Figure 1. Sequential cells grouped by signal name.
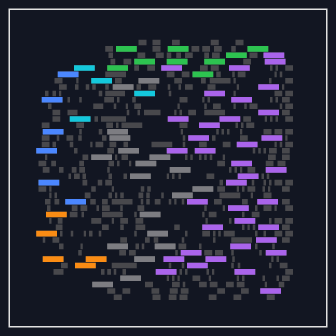
Figure 2. Floorplan with the power grid.
Pins as bars on the die edge.
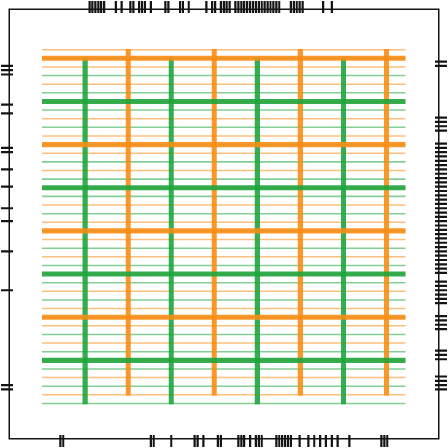
Figure 3. Zoomed window.
Region (9, 76) to (59, 126) um. Cells in grey, sequential cells in the stronger grey; small squares are vias.
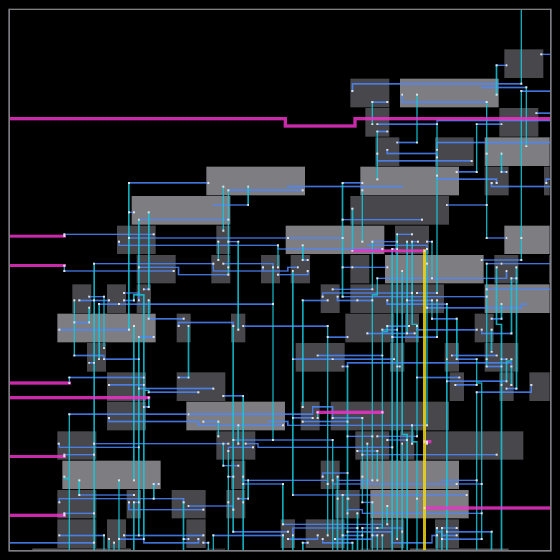
**src/rtl/fc_stream_ctrl.sv**
```systemverilog
`default_nettype none
// +----------------------------------------------------------------------------+
// | Module      : fc_stream_ctrl                                               |
// | Description : Sequencer for one fully-connected layer. For each neuron n   |
// |               it reads the bias word, streams NUM_IN node/weight pairs     |
// |               from single-port buffers into an external MAC core, waits    |
// |               for NUM_IN core results and publishes the last sum as the    |
// |               neuron output.                                               |
// | Ports       : clk, reset_n (async, active-low)                             |
// |               i_start / o_busy / o_done       - job control                |
// |               o_node_* / o_wegt_* / o_bias_*   - buffer read ports         |
// |               i_*_q                           - buffer data, 1-cycle lat.  |
// |               o_run, o_valid, o_node/wegt/bias - MAC core drive            |
// |               i_core_valid, i_core_result     - MAC core return            |
// |               o_res_valid, o_res_idx, o_res   - per-neuron result          |
// | Revision    : 1.0 - initial release                                        |
// +----------------------------------------------------------------------------+
module fc_stream_ctrl #(
  parameter int IN_DATA_WIDTH = 9,
  parameter int NUM_IN        = 16,
  parameter int NUM_OUT       = 4,
  parameter int AW_IN         = $clog2(NUM_IN),
  parameter int AW_W          = $clog2(NUM_IN * NUM_OUT),
  parameter int AW_OUT        = $clog2(NUM_OUT)
) (
  input  logic                            clk,
  input  logic                            reset_n,
  input  logic                            i_start,
  output logic                            o_busy,
  output logic                            o_done,
  output logic [AW_IN-1:0]                o_node_addr,
  output logic                            o_node_ce,
  input  logic [IN_DATA_WIDTH-1:0]        i_node_q,
  output logic [AW_W-1:0]                 o_wegt_addr,
  output logic                            o_wegt_ce,
  input  logic [IN_DATA_WIDTH-1:0]        i_wegt_q,
  output logic [AW_OUT-1:0]               o_bias_addr,
  output logic                            o_bias_ce,
  input  logic [IN_DATA_WIDTH-1:0]        i_bias_q,
  output logic                            o_run,
  output logic                            o_valid,
  output logic signed [IN_DATA_WIDTH-1:0] o_node,
  output logic signed [IN_DATA_WIDTH-1:0] o_wegt,
  output logic signed [IN_DATA_WIDTH-1:0] o_bias,
  input  logic                            i_core_valid,
  input  logic signed [4*IN_DATA_WIDTH-1:0] i_core_result,
  output logic                            o_res_valid,
  output logic [AW_OUT-1:0]               o_res_idx,
  output logic signed [4*IN_DATA_WIDTH-1:0] o_res
);

  // Return counter must be able to hold NUM_IN itself.
  localparam int c_cnt_w = $clog2(NUM_IN + 1);
  localparam logic [AW_IN-1:0]   c_k_last   = AW_IN'(NUM_IN - 1);
  localparam logic [c_cnt_w-1:0] c_c_last   = c_cnt_w'(NUM_IN - 1);
  localparam logic [AW_OUT-1:0]  c_n_last   = AW_OUT'(NUM_OUT - 1);
  localparam logic [AW_W-1:0]    c_num_in_w = AW_W'(NUM_IN);

  typedef enum logic [2:0] {
    S_IDLE  = 3'd0,
    S_RUN   = 3'd1,
    S_FEED  = 3'd2,
    S_DRAIN = 3'd3,
    S_WRITE = 3'd4,
    S_DONE  = 3'd5
  } state_t;

  state_t             r_state;
  logic [AW_OUT-1:0]  r_n;
  logic [AW_IN-1:0]   r_k;
  logic [c_cnt_w-1:0] r_c;
  logic [AW_W-1:0]    w_wegt_base;

  // Buffer data arrives in the same cycle as o_valid, so it is forwarded as-is.
  assign o_node = i_node_q;
  assign o_wegt = i_wegt_q;

  // First weight address of the current neuron's row.
  assign w_wegt_base = AW_W'(r_n) * c_num_in_w;

  always_ff @(posedge clk or negedge reset_n) begin
    if (!reset_n) begin
      r_state     <= S_IDLE;
      r_n         <= '0;
      r_k         <= '0;
      r_c         <= '0;
      o_busy      <= 1'b0;
      o_done      <= 1'b0;
      o_run       <= 1'b0;
      o_valid     <= 1'b0;
      o_node_ce   <= 1'b0;
      o_wegt_ce   <= 1'b0;
      o_bias_ce   <= 1'b0;
      o_node_addr <= '0;
      o_wegt_addr <= '0;
      o_bias_addr <= '0;
      o_bias      <= '0;
      o_res_valid <= 1'b0;
      o_res_idx   <= '0;
      o_res       <= '0;
    end else begin
      // Pulse-type outputs default low; each state re-asserts what it needs
      // for the following cycle.
      o_run       <= 1'b0;
      o_bias_ce   <= 1'b0;
      o_node_ce   <= 1'b0;
      o_wegt_ce   <= 1'b0;
      o_res_valid <= 1'b0;
      o_done      <= 1'b0;
      o_bias      <= '0;
      o_valid     <= o_node_ce;

      case (r_state)
        S_IDLE: begin
          if (i_start) begin
            r_state     <= S_RUN;
            r_n         <= '0;
            r_k         <= '0;
            o_busy      <= 1'b1;
            o_run       <= 1'b1;
            o_bias_ce   <= 1'b1;
            o_bias_addr <= '0;
          end
        end

        S_RUN: begin
          r_state     <= S_FEED;
          r_k         <= '0;
          r_c         <= '0;
          o_node_ce   <= 1'b1;
          o_wegt_ce   <= 1'b1;
          o_node_addr <= '0;
          o_wegt_addr <= w_wegt_base;
        end

        S_FEED, S_DRAIN: begin
          if (r_state == S_FEED) begin
            // Bias read issued in RUN lands now; present it alongside the
            // first node/weight pair only so it is summed exactly once.
            if (r_k == '0) begin
              o_bias <= i_bias_q;
            end
            if (r_k == c_k_last) begin
              r_state <= S_DRAIN;
              r_k     <= '0;
            end else begin
              r_k         <= r_k + AW_IN'(1);
              o_node_ce   <= 1'b1;
              o_wegt_ce   <= 1'b1;
              o_node_addr <= r_k + AW_IN'(1);
              o_wegt_addr <= o_wegt_addr + AW_W'(1);
            end
          end
          if (i_core_valid) begin
            r_c <= r_c + c_cnt_w'(1);
            // The NUM_IN-th core return carries the complete sum.
            if (r_c == c_c_last) begin
              o_res       <= i_core_result;
              o_res_valid <= 1'b1;
              o_res_idx   <= r_n;
              r_state     <= S_WRITE;
              r_k         <= '0;
              o_node_ce   <= 1'b0;
              o_wegt_ce   <= 1'b0;
            end
          end
        end

        S_WRITE: begin
          if (r_n == c_n_last) begin
            r_state <= S_DONE;
            o_done  <= 1'b1;
          end else begin
            r_n         <= r_n + AW_OUT'(1);
            r_state     <= S_RUN;
            o_run       <= 1'b1;
            o_bias_ce   <= 1'b1;
            o_bias_addr <= r_n + AW_OUT'(1);
          end
        end

        S_DONE: begin
          r_state <= S_IDLE;
          r_n     <= '0;
          o_busy  <= 1'b0;
        end

        default: begin
          r_state <= S_IDLE;
          o_busy  <= 1'b0;
        end
      endcase
    end
  end

endmodule
`default_nettype wire

```
**config.mk**
```make
export PLATFORM = sky130hd
export DESIGN_NAME = fc_stream_ctrl
export DESIGN_NICKNAME = d
export VERILOG_FILES = /design/src/rtl/fc_stream_ctrl.sv
export SDC_FILE = /design/constraint.sdc
export NUM_CORES = 1
export LEC_CHECK = 0
export CELL_PAD_IN_SITES_DETAIL_PLACEMENT = 1
export CELL_PAD_IN_SITES_GLOBAL_PLACEMENT = 2
export CORE_MARGIN = 10
export CORE_UTILIZATION = 26
export DETAILED_ROUTE_END_ITERATION = 8
export PLACE_DENSITY_LB_ADDON = 0.1
export SYNTH_ARGS = -nofsm -noshare
export SYNTH_HDL_FRONTEND = slang
export SYNTH_SLANG_ARGS = --single-unit
```
**constraint.sdc**
```tcl
create_clock -name clk -period 2.7 [get_ports clk]
set_input_delay 0.54 -clock clk [delete_from_list [all_inputs] [get_ports clk]]
set_output_delay 0.54 -clock clk [all_outputs]
set_load 0.02 [all_outputs]
```
==> flow_summary.json <==
{
  "clkbuf_count": 10,
  "critical_path_cell_count": 1,
  "worstPathCellList": "clkdlybuf4s50_1",
  "rr_endpoint": "o_bias[6]",
  "ys.flops": 79,
  "netSwitchingFraction_pct": 38.1,
  "io_buffers": 115,
  "post_cts_buffers": 0,
  "p_int_mw": 3.65,
  "worstPathBufferInverterCount": 1,
  "rows": 41,
  "diodes": 0,
  "cts_buffers": 9,
  "die_x_um": 135,
  "core_um2": 12800,
  "required_ps": 2160,
  "reg_top3": "o_res: 36 flops, o_bias: 9 flops, o_wegt_addr: 6 flops",
  "crit-reg2reg-launch": "r_state[2]",
  "cts_buffer_depth": 2,
  "ys.flop_type": "dfrtp_1",
  "grt-ovfl-total": 0,
  "fin_crit_ps": 1970,
  "detailedPlace.worstSlack_ps": 660,
  "top_cells_by_count": "nand2_1, dfrtp_1, buf_4",
  "crit_path_start": "o_wegt_addr[0]",
  "area_growth_pct": 44.6,
  "syn_inst": 360,
  "post-route-period-util_pct": 72.8,
  "viasPerCell": 4.40,
  "ys_area_um2": 3430,
  "finalSetupTns_ps": 0,
  "cts_root_buf": "clkbuf_16",
  "power_frac_clock_pct": 22.7,
  "max_stage_delay_ps": 650,
  "synth.most_common_cell": "nand2_1",
  "postSynthSeqShare_pct": 57.6,
  "synth-edff-count": 0,
  "n_tap_cell": 172,
  "largest_class": "registers",
  "yosysWarnings": 0,
  "power.density_nw_per_um2": 1190,
  "cts_tree": "done",
  "max_cap_violations": 0,
  "antenna_found_initial": 0,
  "sh_seq_area_pct": 39.8,
  "fin_ws_ps": 734,
  "cts_hold_buf": 0,
  "ctsResizeCount": 0,
  "status": "finished clean",
  "comb_cells": 240,
  "cp_top_family": "buffers and inverters",
  "p_total_mw": 5.89,
  "die_y_um": 135,
  "gp_congestion": 0.750,
  "nNetsFinal": 531,
  "maxPowerGroup": "combinational logic",
  "rr_worst_depth": 3,
  "clk_pin_slew_ps": 60,
  "async_flop_share_pct": 100,
  "p_sw_mw": 2.24
}
About Figure 1:
legend:
  o_node_addr:
    colour: cyan
    placed_flops: 4
    where: upper left
  o_bias:
    colour: green
    placed_flops: 9
    where: top centre
  o_wegt_addr:
    colour: blue
    placed_flops: 6
  r_c:
    colour: orange
    placed_flops: 5
    where: lower left
  o_res:
    colour: purple
    placed_flops: 36
not coloured: 19

About Figure 2:
legend:
  VSS:
    colour: green
  VDD:
    colour: orange
signal pins: 152
met1 rails: 42

About Figure 3:
legend:
  metal 2:
    colour: cyan
  metal 1:
    colour: blue
  metal 3:
    colour: magenta
  metal 4:
    colour: yellow
sequential cells in the window: 13
netlist names of flops here include: o_node_addr (4), o_bias (3), o_wegt_addr (3)
cells with their middle in the window: 71
most frequent: dfrtp_1 (13), clkdlybuf4s50_1 (11), nand3_1 (8)

[cell families after synthesis]
group | count (synthesis) | synth area share (%)
and+or+nand+nor | 190 | 24.2
xor gates and xnor gates | 4 | 1.02
DFF | 79 | 57.6
muxes | 1 | 0.292
buffers and inverters | 41 | 7.11
AOI/OAI and AO/OA | 39 | 7.65
adders and majority gates | 6 | 2.19
[metrics by stage]
stage          area [um^2]  hold slack (ps)  std cells  util [%]
2_1_floorplan         3430              244        360         -
3_3_place_gp          4640              397        619      36.3
3_5_place_dp          4640              409        619      36.3
4_1_cts               4960              192        635      38.9
5_1_grt               4960              208        635      38.9
6_report              4960              175        635      38.9
[cells in the final DEF (no fill, tap or decap), drive strengths merged, types with 3 or more instances in the layout]
cell type | Yosys | layout
nand2 | 131 | 131
clkdlybuf4s50 | 0 | 114
dfrtp | 79 | 79
nor2 | 17 | 17
o21ai | 14 | 14
and2 | 10 | 10
clkbuf | 7 | 10
nand3 | 9 | 9
inv | 7 | 7
buf | 27 | 7
ha | 6 | 6
a21oi | 5 | 5
a22o | 5 | 5
and3 | 4 | 4
nor3 | 4 | 4
clkinv | 0 | 4
nor3b | 3 | 3
nand2b | 3 | 3
nand4 | 3 | 3
xor2 | 3 | 3
[worst min path at each step]
stage,to,slack (ps),cells past startpoint
after global placement,o_valid,400,0
after global routing,o_res[16],210,1
after floorplan,o_bias[0],240,0
final,o_res[16],180,1
after detailed placement,o_valid,410,0
after CTS,o_res[16],190,1
[layer usage]
layer | up-vias | routed length [um] | track usage (%)
met3 | 12 | 779 | 4.15
met2 | 88 | 5070 | 19.1
met4 | 0 | 148 | 4.41
met5 | - | 0 | 0
met1 | 1339 | 5020 | 15.0
li1 | 1355 | - | -
